### Routing congestion

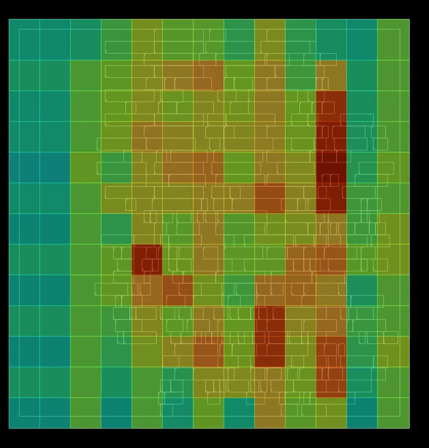
### M3 wires

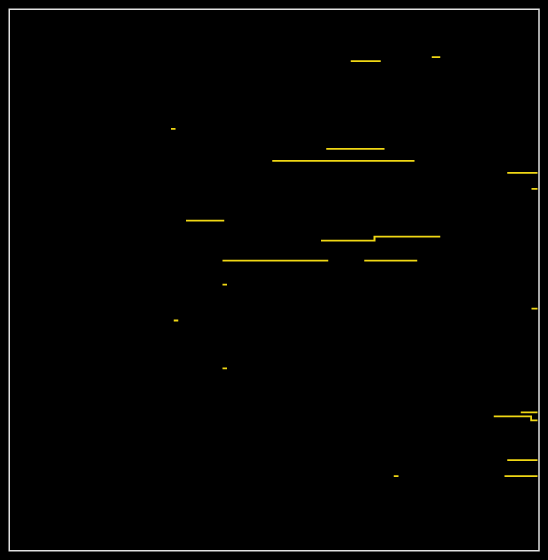
### Sequential cells coloured by netlist name

The bar under the picture is 20 µm long. Other sequential cells in the stronger grey, the rest of the logic in the fainter grey.
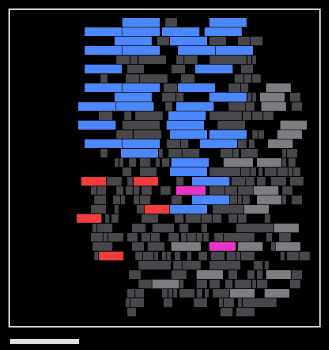
===== src/rtl/viterbi_frame_ctrl.sv =====
// Frame sequencer for the Viterbi decoder core: it buffers one frame of
// rate-1/2 symbols, clears the core's trellis, bursts the frame into the
// core on back-to-back cycles, and re-times the info-bit decisions into a
// framed output stream. Tail-bit decisions are discarded.
module viterbi_frame_ctrl #(
  parameter int FRAME_LEN = 16,
  parameter int TAIL_LEN  = 2,
  parameter int DEC_LAT   = 4
) (
  input  logic       clk,
  input  logic       reset,
  input  logic [1:0] in_symbol,
  input  logic       in_valid,
  output logic       in_ready,
  output logic [1:0] dec_symbol,
  output logic       dec_reset,
  input  logic       dec_bit,
  output logic       out_bit,
  output logic       out_valid,
  output logic       out_last,
  output logic       busy
);

  localparam int N  = FRAME_LEN + TAIL_LEN;
  localparam int TW = $clog2(N + DEC_LAT + 1);
  localparam int CW = $clog2(N + 1);

  localparam logic [TW-1:0] T_FEED_END  = TW'(N - 1);
  localparam logic [TW-1:0] T_DRAIN_END = TW'(N + DEC_LAT - 1);
  localparam logic [TW-1:0] T_CAP_LO    = TW'(DEC_LAT);
  localparam logic [TW-1:0] T_CAP_HI    = TW'(FRAME_LEN + DEC_LAT);
  localparam logic [TW-1:0] T_LAST      = TW'(FRAME_LEN + DEC_LAT - 1);
  localparam logic [CW-1:0] W_LAST      = CW'(N - 1);

  typedef enum logic [1:0] {
    S_FILL,
    S_CLEAR,
    S_FEED,
    S_DRAIN
  } state_t;

  state_t        r_state;
  state_t        w_state_nxt;
  logic [1:0]    r_buf [N];
  logic [CW-1:0] r_wcnt;
  logic [CW-1:0] r_rcnt;
  logic [TW-1:0] r_tcnt;
  logic [1:0]    r_dec_symbol;
  logic          r_out_bit;
  logic          r_out_valid;
  logic          r_out_last;
  logic          w_accept;
  logic          w_capture;

  assign in_ready   = (r_state == S_FILL) && !reset;
  assign busy       = (r_state != S_FILL) && !reset;
  assign dec_reset  = reset || (r_state == S_CLEAR);
  assign dec_symbol = r_dec_symbol;
  assign out_bit    = r_out_bit;
  assign out_valid  = r_out_valid;
  assign out_last   = r_out_last;

  assign w_accept  = in_valid && in_ready;
  // Info-bit decisions arrive DEC_LAT cycles after their symbol; tail ones are dropped.
  assign w_capture = ((r_state == S_FEED) || (r_state == S_DRAIN)) &&
                     (r_tcnt >= T_CAP_LO) && (r_tcnt < T_CAP_HI);

  // State register.
  always_ff @(posedge clk) begin
    if (reset) r_state <= S_FILL;
    else       r_state <= w_state_nxt;
  end

  // Next-state logic.
  always_comb begin
    w_state_nxt = r_state;
    case (r_state)
      S_FILL:  if (w_accept && (r_wcnt == W_LAST)) w_state_nxt = S_CLEAR;
      S_CLEAR: w_state_nxt = S_FEED;
      S_FEED:  if (r_tcnt == T_FEED_END) w_state_nxt = S_DRAIN;
      S_DRAIN: if (r_tcnt == T_DRAIN_END) w_state_nxt = S_FILL;
      default: w_state_nxt = S_FILL;
    endcase
  end

  // Frame buffer write port.
  always_ff @(posedge clk) begin
    if (w_accept) r_buf[r_wcnt] <= in_symbol;
  end

  // Counters, core symbol register and output re-timing.
  // dec_symbol is loaded one cycle ahead (r_rcnt = r_tcnt + 1) so that the
  // FEED cycle with tcnt=k presents buf[k] straight from a register.
  always_ff @(posedge clk) begin
    if (reset) begin
      r_wcnt       <= '0;
      r_rcnt       <= '0;
      r_tcnt       <= '0;
      r_dec_symbol <= '0;
      r_out_bit    <= 1'b0;
      r_out_valid  <= 1'b0;
      r_out_last   <= 1'b0;
    end else begin
      r_out_valid <= w_capture;
      r_out_last  <= w_capture && (r_tcnt == T_LAST);
      if (w_capture) r_out_bit <= dec_bit;
      case (r_state)
        S_FILL: begin
          r_dec_symbol <= '0;
          if (w_accept) r_wcnt <= r_wcnt + 1'b1;
        end
        S_CLEAR: begin
          r_dec_symbol <= r_buf[0];
          r_rcnt       <= CW'(1);
          r_tcnt       <= '0;
        end
        S_FEED: begin
          r_tcnt <= r_tcnt + 1'b1;
          r_rcnt <= r_rcnt + 1'b1;
          if (r_tcnt == T_FEED_END) r_dec_symbol <= '0;
          else                      r_dec_symbol <= r_buf[r_rcnt];
        end
        S_DRAIN: begin
          r_dec_symbol <= '0;
          if (r_tcnt == T_DRAIN_END) begin
            r_tcnt <= '0;
            r_wcnt <= '0;
          end else begin
            r_tcnt <= r_tcnt + 1'b1;
          end
        end
        default: r_dec_symbol <= '0;
      endcase
    end
  end

endmodule

===== config.mk =====
export PLATFORM = sky130hd
export DESIGN_NAME = viterbi_frame_ctrl
export DESIGN_NICKNAME = d
export VERILOG_FILES = /design/src/rtl/viterbi_frame_ctrl.sv
export SDC_FILE = /design/constraint.sdc
export NUM_CORES = 1
export LEC_CHECK = 0
export CAP_MARGIN = 20
export CORE_AREA = 2 2 88 90
export CTS_BUF_LIST = sky130_fd_sc_hd__clkbuf_2 sky130_fd_sc_hd__clkbuf_4 sky130_fd_sc_hd__clkbuf_8
export DETAILED_ROUTE_END_ITERATION = 8
export DIE_AREA = 0 0 90 92
export GPL_TIMING_DRIVEN = 0
export HOLD_SLACK_MARGIN = 0.08
export PLACE_DENSITY = 0.61
export RECOVER_POWER = 50
export REMOVE_ABC_BUFFERS = 1
export SETUP_SLACK_MARGIN = 0.1
export SYNTH_ARGS = -nofsm -noshare
export SYNTH_HDL_FRONTEND = slang
export SYNTH_SLANG_ARGS = --single-unit

===== constraint.sdc =====
create_clock -name clk -period 1.65 [get_ports clk]
set_input_delay 0.33 -clock clk [delete_from_list [all_inputs] [get_ports clk]]
set_output_delay 0.33 -clock clk [all_outputs]
set_load 0.02 [all_outputs]

==> run notes <==
Physical implementation.

- The run finished with clean final reports.
- Setup total negative slack on the finished layout was measured at 0 ns.
- Summing every instance area after synthesis gives roughly 2800 µm².
- The fraction of post-synthesis cell area in the top cell type by area is approximately two fifths.
- The power report puts the leakage power at 1.22 nW.
- As reported, the later end of the worst-skew pair has a clock insertion delay of around 0.35 ns.
- TritonCTS created 9 clock buffers.
- The proportion of synthesized area in mux cells is 9.95%.
- The design has 63 sequential cells.
- The worst setup path is captured at a primary output.
- The layout net count is 283.
- The number of logic inverters in the finished layout is 8.
- In this run the power density over the cells is between 1000 and 1500 nW/µm².
- In the final layout, flip-flops and latches occupy approximately 1600 µm².
- The arrival time of the worst setup path is around 1.3 ns.
- The wire length of the first global-routing pass is between 9000 and 10000 µm.
- The vertical die dimension reported for this design is 92 µm.
- The floorplan report lists the tap cell count as slightly above 100.
- The cell count along the critical path is 4.
- The maximum number of buffers from clock root to sink is 2.
- The share of the synthesized netlist area taken by xor and xnor gates is under 10%.
- According to the report, the first pass of detailed routing completed in 4 iterations.
- The fraction of cell area in multi-input combinational cells is reported as approximately 37%.
- The post-route minimum period is ~1.6 ns.
- The residual DRC count is 0.
- The area of the chip is between 8000 and 9000 µm².
- The total area inside the core boundary comes to around 7400 µm².
- The most critical hold endpoint after final layout shows a slack of ~0.48 ns.
- The worst-case clock skew is 0.00798 ns.
- By instance count after routing, the leading logic cell type is sky130_fd_sc_hd__edfxtp_1.
- The analysis reports a worst IR drop on VDD of 0.364 mV.
- The total count of hold-check failures in the final report is 0.
- STA puts the critical path data required time at 1.32 ns.
- The I/O pin count is 14.
- For this design, the CTS-stage hold fixing added 0 buffers.
- The total cell area reported by yosys after synthesis is 2830 µm².
- The type of the worst setup path is reg2out.
- The startpoint identified for the worst hold timing path is reset.
- The area taken by multi-input combinational cells is reported as between 1000 and 1500 µm².
- The quantity of gates resized following cts is ~61.
- The power report puts the net switching power at about 1.2 mW.
- The number of buffers and inverters on the critical path is 2.
- Counting flops with a built-in enable in the synthesized netlist gives 36.
- STA reports a reg2reg setup slack of 0.04 ns.
- The startpoint type of the worst setup path is a register.
- After synthesis, the largest family of logic cells by area is simple AND/OR/NAND/NOR gates.
- The power after layout is 4.33 mW.
- The detail-routed via count per cell is 4.92.
- The number of inserted filler cells in the final layout is a little under 700.
- The number of antenna violations at the first check in global routing is 0.
- The registers of the reported paths see a clock transition of 0.08 ns.
- Warnings raised by the tools during the run amount to 37.
- Non-clock buffers make up under 10% of the layout cell area.
- The clock tree from TritonCTS is built.
- The max-cap violation count is 0.
- The H-tree generated during clock tree synthesis spans 3 levels.
- The relative max-transition margin is between 50% and 60%.
- For reference, the critical path cell chain is inv_6, ha_4, nor2b_1, buf_4.
- In the layout the commonest cells are sky130_fd_sc_hd__edfxtp_1, sky130_fd_sc_hd__dfxtp_1, sky130_fd_sc_hd__nor2_1.
- The transition time recorded at the tightest slew-check pin is 0.631 ns.
- The power report lists cell-internal power as about 3.2 mW.
- At the end of routability-driven placement, the weighted congestion stood at roughly 0.76.
- Timing would allow up to slightly above 600 MHz.
- The share of synthesized cell area in and, or, nand and nor gates is between 10 and 15%.
- The via count of the first global-routing pass is approximately 1900.
- The post-synthesis cell type with the largest instance count is sky130_fd_sc_hd__edfxtp_1.
- The most used flip-flop cell after synthesis is sky130_fd_sc_hd__edfxtp_1.
- The worst setup margin is 0.0353 ns.
- In this run, placement finished with an instance count of 338.
- For reference, the top cells by area after synthesis are sky130_fd_sc_hd__edfxtp_1, sky130_fd_sc_hd__dfxtp_1, sky130_fd_sc_hd__ha_1.
- The longest individual stage delay on the worst path is about 0.4 ns.
- For reference, the final report shows the max-slew violation count at 0.
- Setup repair after global routing could not meet its margin everywhere.
- The fraction of layout cells with a size suffix above 1 is around 37%.
- The maximum fanout encountered on the critical timing path is 6.
- The vias after detailed routing is between 1500 and 2000.
- The cell family contributing the most delay on the critical path is flip-flops.
- The number of standard cells reported by yosys is between 200 and 250.
- The commonest cells after synthesis are sky130_fd_sc_hd__edfxtp_1, sky130_fd_sc_hd__nor2_1, sky130_fd_sc_hd__dfxtp_1, sky130_fd_sc_hd__nand2_1, sky130_fd_sc_hd__ha_1.
- On the critical path, the stage with the largest delay is an instance of sky130_fd_sc_hd__dfxtp_4.
- 152 cells are multi-input combinational gates.
- The capture point of the critical path was reported as in_ready.
- Clock tree synthesis selected as its root buffer the cell sky130_fd_sc_hd__clkbuf_8.
- Overall routing resource usage recorded by global route was between 10 and 15%.
- The mean post-synth cell area is 12.3 µm².
- The global route stage reports its total congestion overflow as 0.
- The final antenna diode tally reported by the flow is 0.
- The part of the power in combinational logic is about a fifth.
- The cell accounting for the most synthesized area is sky130_fd_sc_hd__edfxtp_1.
- After legalization and detailed placement, the total HPWL measured between 3000 and 4000 µm.
- After layout, the buffer instance count without clock buffers stands at 30.
- In this run the post-CTS setup repair buffer count came out at 14.
- The count of nets left with antenna violations once routing finished came out at 0.
- The number of cells on the worst hold path is listed as 2.
- The capture point of the worst register-to-register path is recorded as r_state[0].
- The synthesized instance count is between 200 and 250.
- The Yosys step of the flow raised 0 warnings.
- The pin count of the biggest net entering global routing is 19.
- The final number of setup-violating endpoints is 0.
- The final report lists a non-filler cell total of between 300 and 400.
- The post-synthesis share of cell area spent on and-or and or-and gates is 8.27%.
- Cells fill between 40% and 50% of the core in the end.
Notes on 'Routing congestion' above:
grt peak-use layer: met2
DR WL/cell: 14.9 µm
fraction of met3 tracks used by global routing: 2.55%
fraction of met2 tracks used by global routing: 24.2%
met1 track demand over resource: 16.7%

Notes on 'M3 wires' above:
The layer holds 2.2% of the routed length. 11 nets have wire on it.

Notes on 'Sequential cells coloured by netlist name' above:
Red stands for `r_wcnt`, flops 5. Magenta stands for `r_state`, flops 2. Blue stands for `r_buf`, flops 36.

==> routing by layer <==
layer / global-route usage [%] / wire, µm / vias to the layer above
met5: 0 / 0 / -
met4: 9.10 / 140 / 0
met3: 2.55 / 120 / 12
met2: 24.2 / 2770 / 23
met1: 16.7 / 2490 / 890
li1: - / - / 901
==> power by group through the flow <==
stage                     clock [mW]  combinational [mW]  sequential [mW]
after detailed placement           0               0.557             1.84
after CTS                       1.67               0.738             1.81
final                           1.65               0.858             1.83
after floorplan                    0               0.390             1.82
after global routing            1.74               0.947             1.84
after global placement             0               0.546             1.84
==> sequential cells by signal, summed over array words and instances (netlist names), named ones only <==
name        flops
out_bit         1
r_wcnt          5
r_tcnt          5
out_last        1
r_rcnt          5
r_state         2
out_valid       1
dec_symbol      2
r_buf          36
Power and IR drop assume default switching activity.
